==> config.mk <==
export PLATFORM = sky130hd
export DESIGN_NAME = i2s_tx
export DESIGN_NICKNAME = d
export VERILOG_FILES = /design/src/rtl/i2s_pkg.sv /design/src/rtl/i2s_edge_sync.sv /design/src/rtl/i2s_tx.sv
export SDC_FILE = /design/constraint.sdc
export NUM_CORES = 1
export LEC_CHECK = 0
export ABC_AREA = 1
export CAP_MARGIN = 25
export CORE_MARGIN = 4
export CORE_UTILIZATION = 57
export CTS_CLUSTER_DIAMETER = 150
export DETAILED_ROUTE_END_ITERATION = 16
export GPL_TIMING_DRIVEN = 0
export PLACE_DENSITY = 0.86
export SLEW_MARGIN = 0
export SYNTH_ARGS = -nofsm -noshare
export SYNTH_HDL_FRONTEND = slang
export SYNTH_SLANG_ARGS = --single-unit
==> constraint.sdc <==
create_clock -name sys_clk -period 1.8 [get_ports sys_clk]
set_clock_uncertainty 0.05 [all_clocks]
set_input_delay 0.45 -clock sys_clk [delete_from_list [all_inputs] [get_ports sys_clk]]
set_output_delay 0.45 -clock sys_clk [all_outputs]
set_load 0.03 [all_outputs]
==> src/rtl/i2s_pkg.sv <==
// Shared constants for the I2S transmitter: parameter defaults, FSM state
// encoding and word-select channel values.
package i2s_pkg;

  localparam int DATA_W_DEF = 24;
  localparam int SLOT_W_DEF = 32;

  localparam logic [1:0] ST_IDLE  = 2'd0;
  localparam logic [1:0] ST_LEFT  = 2'd1;
  localparam logic [1:0] ST_RIGHT = 2'd2;

  localparam logic WS_LEFT  = 1'b0;
  localparam logic WS_RIGHT = 1'b1;

  // Bit counter width that can hold 0..slot_w-1.
  function automatic int cnt_width(input int slot_w);
    return (slot_w > 1) ? $clog2(slot_w) : 1;
  endfunction

endpackage

==> src/rtl/i2s_edge_sync.sv <==
// Brings the external bclk/ws pair into the sys_clk domain and produces a
// one-cycle strobe on each bclk falling edge.
module i2s_edge_sync
  import i2s_pkg::*;
(
  input  logic sys_clk,
  input  logic sys_rst,
  input  logic bclk,
  input  logic ws,
  output logic ws_sync,
  output logic fall
);

  logic [2:0] bclk_q;
  logic [1:0] ws_q;
  logic       rise;

  assign fall = bclk_q[2] & ~bclk_q[1];
  assign rise = bclk_q[1] & ~bclk_q[2];

  // ws is re-sampled mid-bit (bclk rise) so the value seen at a fall never
  // depends on the ws-versus-bclk skew around that same falling edge.
  // NOTE: every flop here uses <= so each stage takes the pre-edge value of
  // the previous one; blocking assignments would collapse the chain.
  always_ff @(posedge sys_clk or negedge sys_rst) begin
    if (!sys_rst) begin
      bclk_q  <= '0;
      ws_q    <= {2{WS_RIGHT}};
      ws_sync <= WS_RIGHT;
    end else begin
      bclk_q <= {bclk_q[1:0], bclk};
      ws_q   <= {ws_q[0], ws};
      if (rise) ws_sync <= ws_q[1];
    end
  end

endmodule

==> src/rtl/i2s_tx.sv <==
// I2S slave transmitter: one-entry sample-pair buffer, frame FSM and MSB-first
// serializer. Define I2S_TX_MUTE_ON_UNDERRUN_EN to send silence on underrun
// instead of repeating the previous frame.
module i2s_tx
  import i2s_pkg::*;
#(
  parameter int DATA_W = DATA_W_DEF,
  parameter int SLOT_W = SLOT_W_DEF
) (
  input  logic              sys_clk,
  input  logic              sys_rst,
  input  logic              bclk,
  input  logic              ws,
  input  logic [DATA_W-1:0] tx_left_data,
  input  logic [DATA_W-1:0] tx_right_data,
  input  logic              tx_valid,
  output logic              tx_ready,
  output logic              sdata,
  output logic              underrun
);

  localparam int CNT_W = cnt_width(SLOT_W);
  localparam logic [CNT_W-1:0] LAST_DATA = CNT_W'(DATA_W - 1);
  localparam logic [CNT_W-1:0] LAST_SLOT = CNT_W'(SLOT_W - 1);

  logic              ws_sync;
  logic              fall;
  logic              ws_prev;
  logic [1:0]        state;

  logic              buf_full;
  logic [DATA_W-1:0] buf_left;
  logic [DATA_W-1:0] buf_right;
  logic [DATA_W-1:0] act_left;
  logic [DATA_W-1:0] act_right;
  logic [DATA_W-1:0] frame_left;
  logic [DATA_W-1:0] frame_right;

  logic [DATA_W-1:0] shreg;
  logic [DATA_W-1:0] shreg_nxt;
  logic [CNT_W-1:0]  bit_cnt;

  logic              accept;
  logic              left_start;
  logic              right_start;

  i2s_edge_sync u_edge_sync (
    .sys_clk (sys_clk),
    .sys_rst (sys_rst),
    .bclk    (bclk),
    .ws      (ws),
    .ws_sync (ws_sync),
    .fall    (fall)
  );

  assign tx_ready    = !buf_full;
  assign accept      = tx_valid && tx_ready;
  assign left_start  = fall && (ws_sync == WS_LEFT)  && (ws_prev == WS_RIGHT);
  assign right_start = fall && (ws_sync == WS_RIGHT) && (ws_prev == WS_LEFT)
                       && (state != ST_IDLE);
  assign shreg_nxt   = shreg << 1;

  // Samples that become active at the next left-slot start.
  // NOTE: every always_comb output gets a default first, so a path that does
  // not assign it cannot infer a latch.
  always_comb begin
    frame_left  = act_left;
    frame_right = act_right;
    if (buf_full) begin
      frame_left  = buf_left;
      frame_right = buf_right;
    end else begin
`ifdef I2S_TX_MUTE_ON_UNDERRUN_EN
      frame_left  = '0;
      frame_right = '0;
`endif
    end
  end

  // Holding buffer. A transfer only happens while empty, so it never collides
  // with the left-slot start draining it.
  always_ff @(posedge sys_clk or negedge sys_rst) begin
    if (!sys_rst) begin
      buf_full  <= 1'b0;
      buf_left  <= '0;
      buf_right <= '0;
    end else if (accept) begin
      buf_full  <= 1'b1;
      buf_left  <= tx_left_data;
      buf_right <= tx_right_data;
    end else if (left_start && buf_full) begin
      buf_full  <= 1'b0;
    end
  end

  // Frame FSM and active sample registers.
  // NOTE: the active sample registers are reset as well: in repeat mode a
  // frame held from before reset would otherwise be replayed after it.
  always_ff @(posedge sys_clk or negedge sys_rst) begin
    if (!sys_rst) begin
      state     <= ST_IDLE;
      ws_prev   <= WS_RIGHT;
      act_left  <= '0;
      act_right <= '0;
      underrun  <= 1'b0;
    end else begin
      underrun <= 1'b0;
      if (fall) ws_prev <= ws_sync;
      if (left_start) begin
        state     <= ST_LEFT;
        act_left  <= frame_left;
        act_right <= frame_right;
        underrun  <= !buf_full;
      end else if (right_start) begin
        state <= ST_RIGHT;
      end
    end
  end

  // Serializer: MSB at slot start, DATA_W bits total, then zero padding.
  always_ff @(posedge sys_clk or negedge sys_rst) begin
    if (!sys_rst) begin
      shreg   <= '0;
      bit_cnt <= '0;
      sdata   <= 1'b0;
    end else if (left_start) begin
      shreg   <= frame_left;
      bit_cnt <= '0;
      sdata   <= frame_left[DATA_W-1];
    end else if (right_start) begin
      shreg   <= act_right;
      bit_cnt <= '0;
      sdata   <= act_right[DATA_W-1];
    end else if (fall && (state != ST_IDLE)) begin
      if (bit_cnt < LAST_DATA) begin
        shreg <= shreg_nxt;
        sdata <= shreg_nxt[DATA_W-1];
      end else begin
        sdata <= 1'b0;
      end
      if (bit_cnt != LAST_SLOT) bit_cnt <= bit_cnt + 1'b1;
    end
  end

endmodule

### Signal wires on met1, run 1

Cells faint in the background.
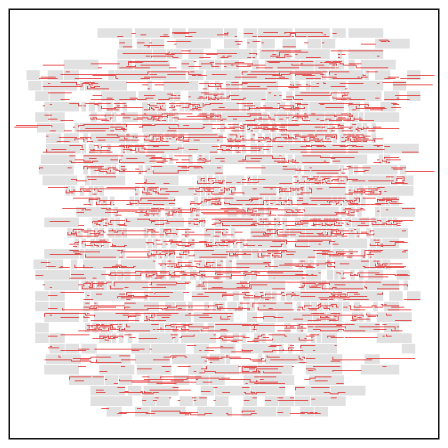
share of all routed wire = 40%
wire length on this layer = 5280 microns
Via Count: 4702
DRT Wirelength: 13240 microns
global-route met1 utilization: 26.64%

### The metal 2 layer, run 1

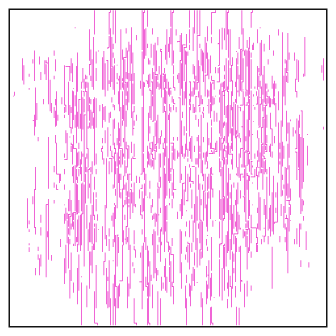
share of all routed wire = 52%
wire length on this layer = 6840 microns
main direction = vertical
met2 Usage GRT: 40.53%

### The metal 3 layer, run 1

Cells faint in the background.
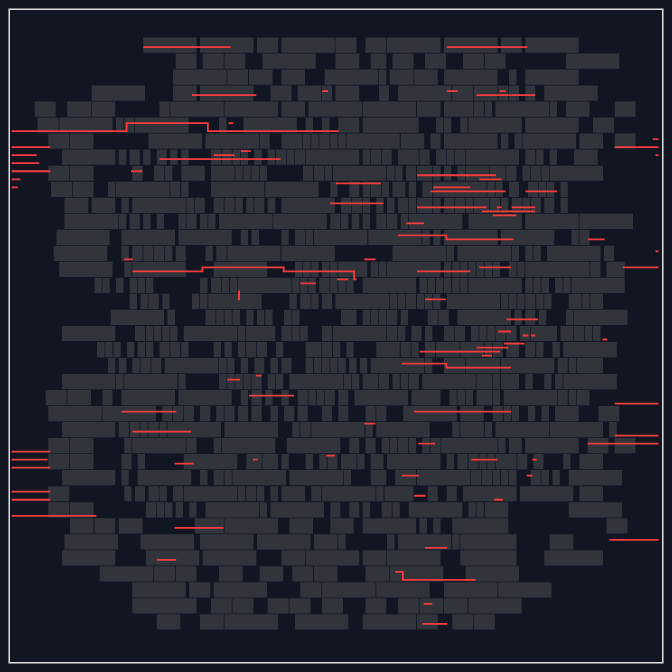
longest straight run = 22.1 microns
wire length on this layer = 573 microns
nets with wire on the layer = 63
met3 GRT Util: 5.240%

==> results.sh, run 1 <==
# implementation run metrics
export IMPL_crit_chain="nand3_2, nor2_4, buf_4, clkbuf_1, o21ai_0"
export IMPL_rsz0062_at_grt="yes"
export IMPL_fmax_ghz=0.5765
export IMPL_top_layer="met4"
export IMPL_r2r_start="ws_prev"
export IMPL_ys_sh_aoi_pct=6.976
export IMPL_status="completed"
export IMPL_synth_area_per_cell_sq_um=9.159
export IMPL_ios=56
export IMPL_crit_buf_inv=2
export IMPL_ys_sh_mux_pct=8.809
export IMPL_ff_count=136
export IMPL_clock_latency_ns=0.53
export IMPL_endpoint_kind="flip-flop"
export IMPL_maxSlewViolCount=0
export IMPL_maxCapViolations=0
export IMPL_instances_no_fill=885
export IMPL_yosysWarnings=0
export IMPL_grt_pass1_wl_microns=22960
export IMPL_period_minus_slack_ns=1.735
export IMPL_port_buffers=55
export IMPL_clock_sinks=136
export IMPL_hold_start="ws"
export IMPL_crit_fanout=10
export IMPL_drt_pass1_iter_count=5
export IMPL_ys_cells=656
export IMPL_gp_congestion=0.8345
export IMPL_wl_met2_microns=6837
export IMPL_nNetsFinal=791
export IMPL_synthArstFlopShare_pct=100.0
export IMPL_final_util_pct=72.05
export IMPL_slew_headroom_pct=62.99
export IMPL_period_used_pct=96.36
export IMPL_overflow=0
export IMPL_top_area_cell="dfrtp_1"
export IMPL_intPower_mw=7.882
### Congestion heat map, run 1

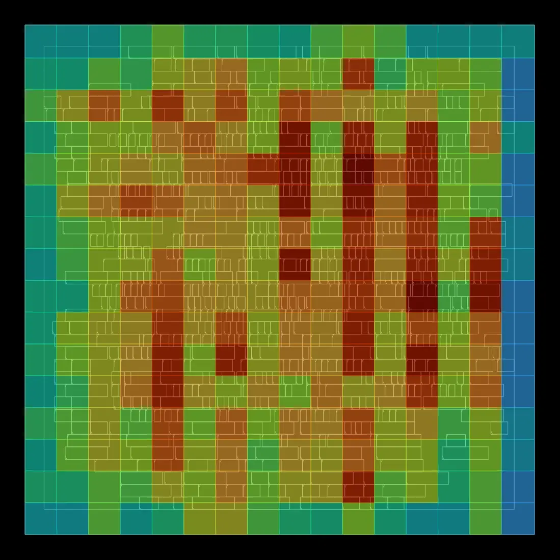

==> run 2: changes to the inputs <==
==> constraint.sdc (replaced) <==
create_clock -name sys_clk -period 1.9 [get_ports sys_clk]
set_clock_uncertainty 0.05 [all_clocks]
set_input_delay 0.475 -clock sys_clk [delete_from_list [all_inputs] [get_ports sys_clk]]
set_output_delay 0.475 -clock sys_clk [all_outputs]
set_load 0.03 [all_outputs]
### Congestion heat map, run 2

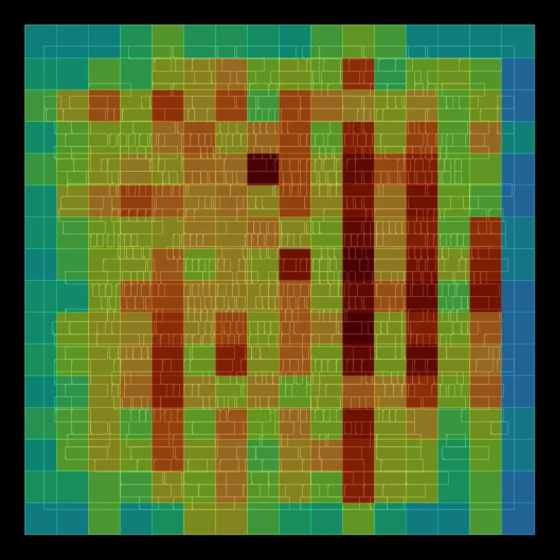
GRT busiest layer: met2
met2 Usage GRT: 40.01%

### The metal 2 layer, run 2

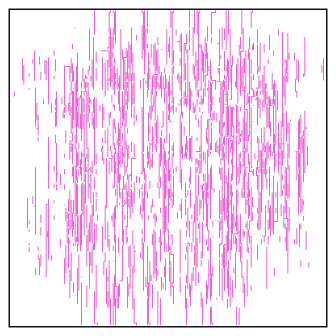
share of all routed wire = 51%
nets with wire on the layer = 682
longest straight run = 33.0 microns
main direction = vertical

### The metal 3 layer, run 2

Cells faint in the background.
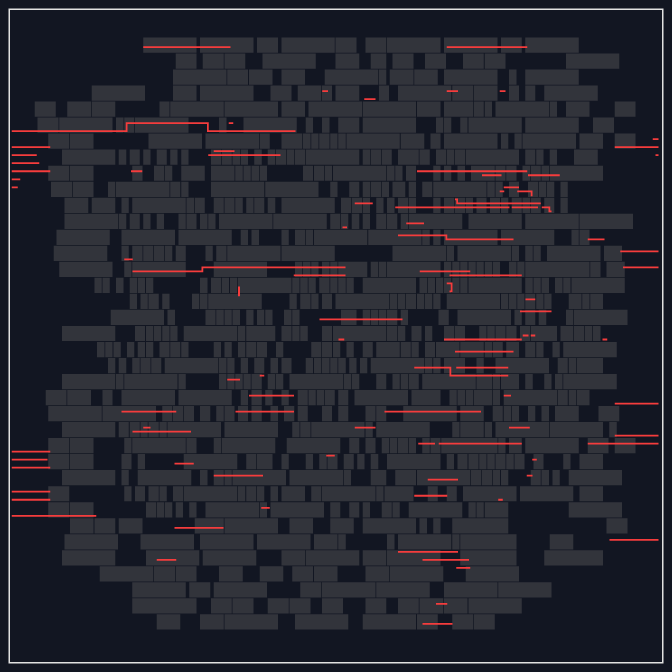
longest straight run = 24.2 microns
nets with wire on the layer = 63
wire length on this layer = 601 microns

==> run 2 against run 1 <==
  * Hold slack improved by 0.010 ns
  * Global-route usage fell by 0.094 points
  * Utilization fell by 0.55 points
  * Power fell by 5.5%
  * Clock-buffer cell count did not move
  * Final cell count fell by 0.45%
  * Critical endpoint is now tx_ready
  * Combinational power fell by 6%
  * Via count fell by 1.2%
  * Synthesized cell count did not move
==> results.sh, run 2 <==
# implementation run metrics
export IMPL_slew_headroom_pct=63.19
export IMPL_drt_wl_total_microns=13200
export IMPL_whs_ns=0.2994
export IMPL_gp_congestion=0.8345
export IMPL_crit_buf_inv=2
export IMPL_crit_chain="inv_1, clkbuf_4"
export IMPL_tns_ns=0
export IMPL_period_minus_slack_ns=1.827
export IMPL_grt_pass1_wl_microns=22860
export IMPL_ios=56
export IMPL_crit_fanout=6
export IMPL_ys_cells=656
export IMPL_gr_usage_met1_pct=26.64
export IMPL_status="completed"
export IMPL_drt_pass1_iter_count=5
export IMPL_intPower_mw=7.449
export IMPL_hold_start="u_edge_sync.bclk_q[0]"
export IMPL_ff_count=136
export IMPL_wire_per_inst_microns=14.98
export IMPL_grtUsageMet3_pct=5.240
export IMPL_yosysWarnings=0
export IMPL_top_layer="met4"
export IMPL_overflow=0
export IMPL_final_util_pct=71.50
export IMPL_clock_latency_ns=0.53
export IMPL_rsz0062_at_grt="no"
export IMPL_vias=4646
export IMPL_maxSlewViolCount=0
export IMPL_clock_sinks=136
export IMPL_ys_sh_mux_pct=8.809
export IMPL_synth_area_per_cell_sq_um=9.159
export IMPL_instances_no_fill=881
export IMPL_n_clock_buffer=23
export IMPL_maxCapViolations=0
export IMPL_ys_sh_aoi_pct=6.976
export IMPL_power_density_mw_per_mm2=1478
### Metal 4, run 2

The bar under the picture is 20 microns long. Cells faint in the background.
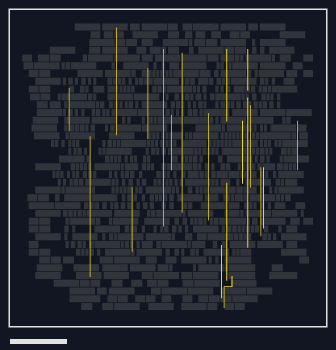

==> run 3: changes to the inputs <==
--- a/config.mk
+++ b/config.mk
@@ -7,13 +7,14 @@
 export LEC_CHECK = 0
 export ABC_AREA = 1
 export CAP_MARGIN = 25
-export CORE_MARGIN = 4
-export CORE_UTILIZATION = 57
+export CORE_MARGIN = 2
+export CORE_UTILIZATION = 51
 export CTS_CLUSTER_DIAMETER = 150
 export DETAILED_ROUTE_END_ITERATION = 16
 export GPL_TIMING_DRIVEN = 0
-export PLACE_DENSITY = 0.86
+export PLACE_DENSITY = 0.82
 export SLEW_MARGIN = 0
 export SYNTH_ARGS = -nofsm -noshare
 export SYNTH_HDL_FRONTEND = slang
+export SYNTH_HIERARCHICAL = 1
 export SYNTH_SLANG_ARGS = --single-unit
==> constraint.sdc (replaced) <==
create_clock -name sys_clk -period 1.6 [get_ports sys_clk]
set_clock_uncertainty 0.05 [all_clocks]
set_input_delay 0.4 -clock sys_clk [delete_from_list [all_inputs] [get_ports sys_clk]]
set_output_delay 0.4 -clock sys_clk [all_outputs]
set_load 0.03 [all_outputs]
### Metal 4, run 3

The bar under the picture is 20 microns long. Cells faint in the background.
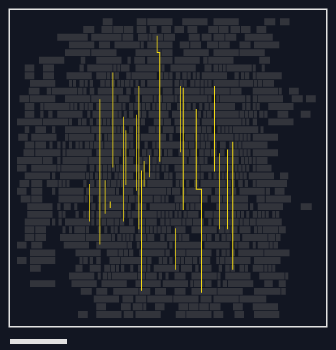
wire length on this layer = 623 microns
nets with wire on the layer = 20
main direction = vertical
share of all routed wire = 4.3%

### Signal wires on met1, run 3

Cells faint in the background.
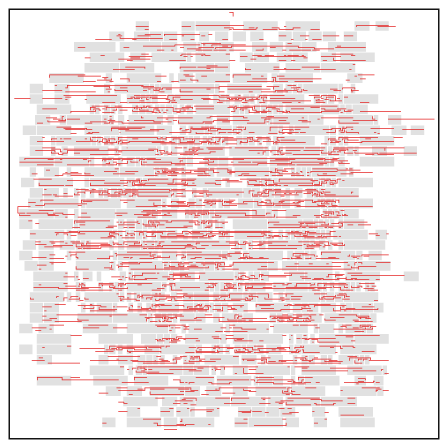
share of all routed wire = 40%
main direction = horizontal
wire length on this layer = 5750 microns
nets with wire on the layer = 734
longest straight run = 38.2 microns

### The metal 3 layer, run 3

Cells faint in the background.
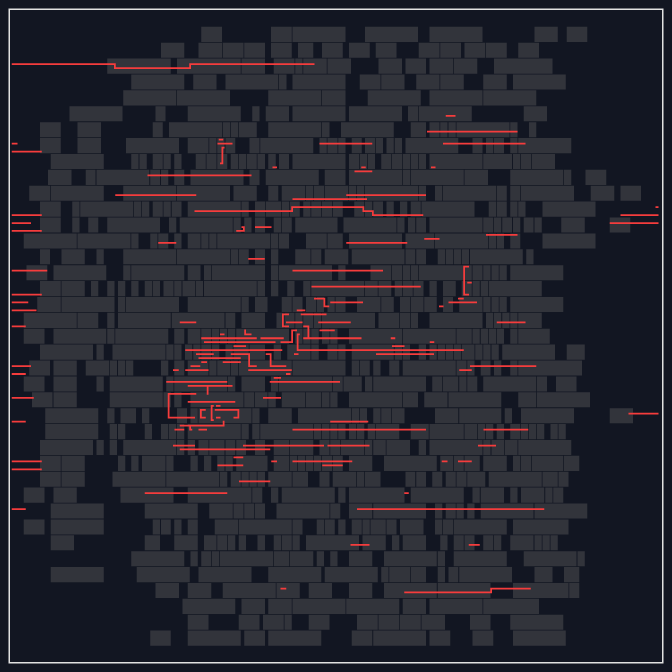
nets with wire on the layer = 91
longest straight run = 31.7 microns
main direction = horizontal

==> run 3 against run 2 <==
  * The run now ends with setup timing left
  * Global-route usage barely moved
  * Clock-buffer cell count fell by 3
  * Clock power rose by about 30%
  * Non-clock buffer count rose by 20
  * Power rose by 23%
  * Routed wire length rose by 9.3%
==> results.sh, run 3 <==
# implementation run metrics
export IMPL_grtUsageMet3_pct=5.008
export IMPL_ys_sh_mux_pct=8.771
export IMPL_gr_usage_met1_pct=28.69
export IMPL_n_clock_buffer=20
export IMPL_ff_count=136
export IMPL_wire_per_inst_microns=16.12
export IMPL_endpoint_kind="flip-flop"
export IMPL_vias=4876
export IMPL_synthArstFlopShare_pct=100.0
export IMPL_drt_wl_total_microns=14430
export IMPL_drt_pass1_iter_count=7
export IMPL_port_buffers=55
export IMPL_ios=56
export IMPL_overflow=0
export IMPL_status="finished with violations"
export IMPL_crit_fanout=6
export IMPL_violations="setup timing"
export IMPL_slew_headroom_pct=63.94
export IMPL_fin_ws_ns=-0.06852
export IMPL_rsz0062_at_grt="yes"
export IMPL_nNetsFinal=794
export IMPL_intPower_mw=9.253
export IMPL_period_used_pct=104.3
export IMPL_grt_util_met2_pct=38.37
export IMPL_maxCapViolations=0
export IMPL_grt_pass1_wl_microns=22510
export IMPL_period_minus_slack_ns=1.669
export IMPL_finalSetupViolations=22
export IMPL_final_util_pct=68.65
export IMPL_tns_ns=-0.9210
export IMPL_yosysWarnings=6
export IMPL_grt_busiest_layer="met2"
Power figures rest on the tool's default switching activity, not on a simulated workload.
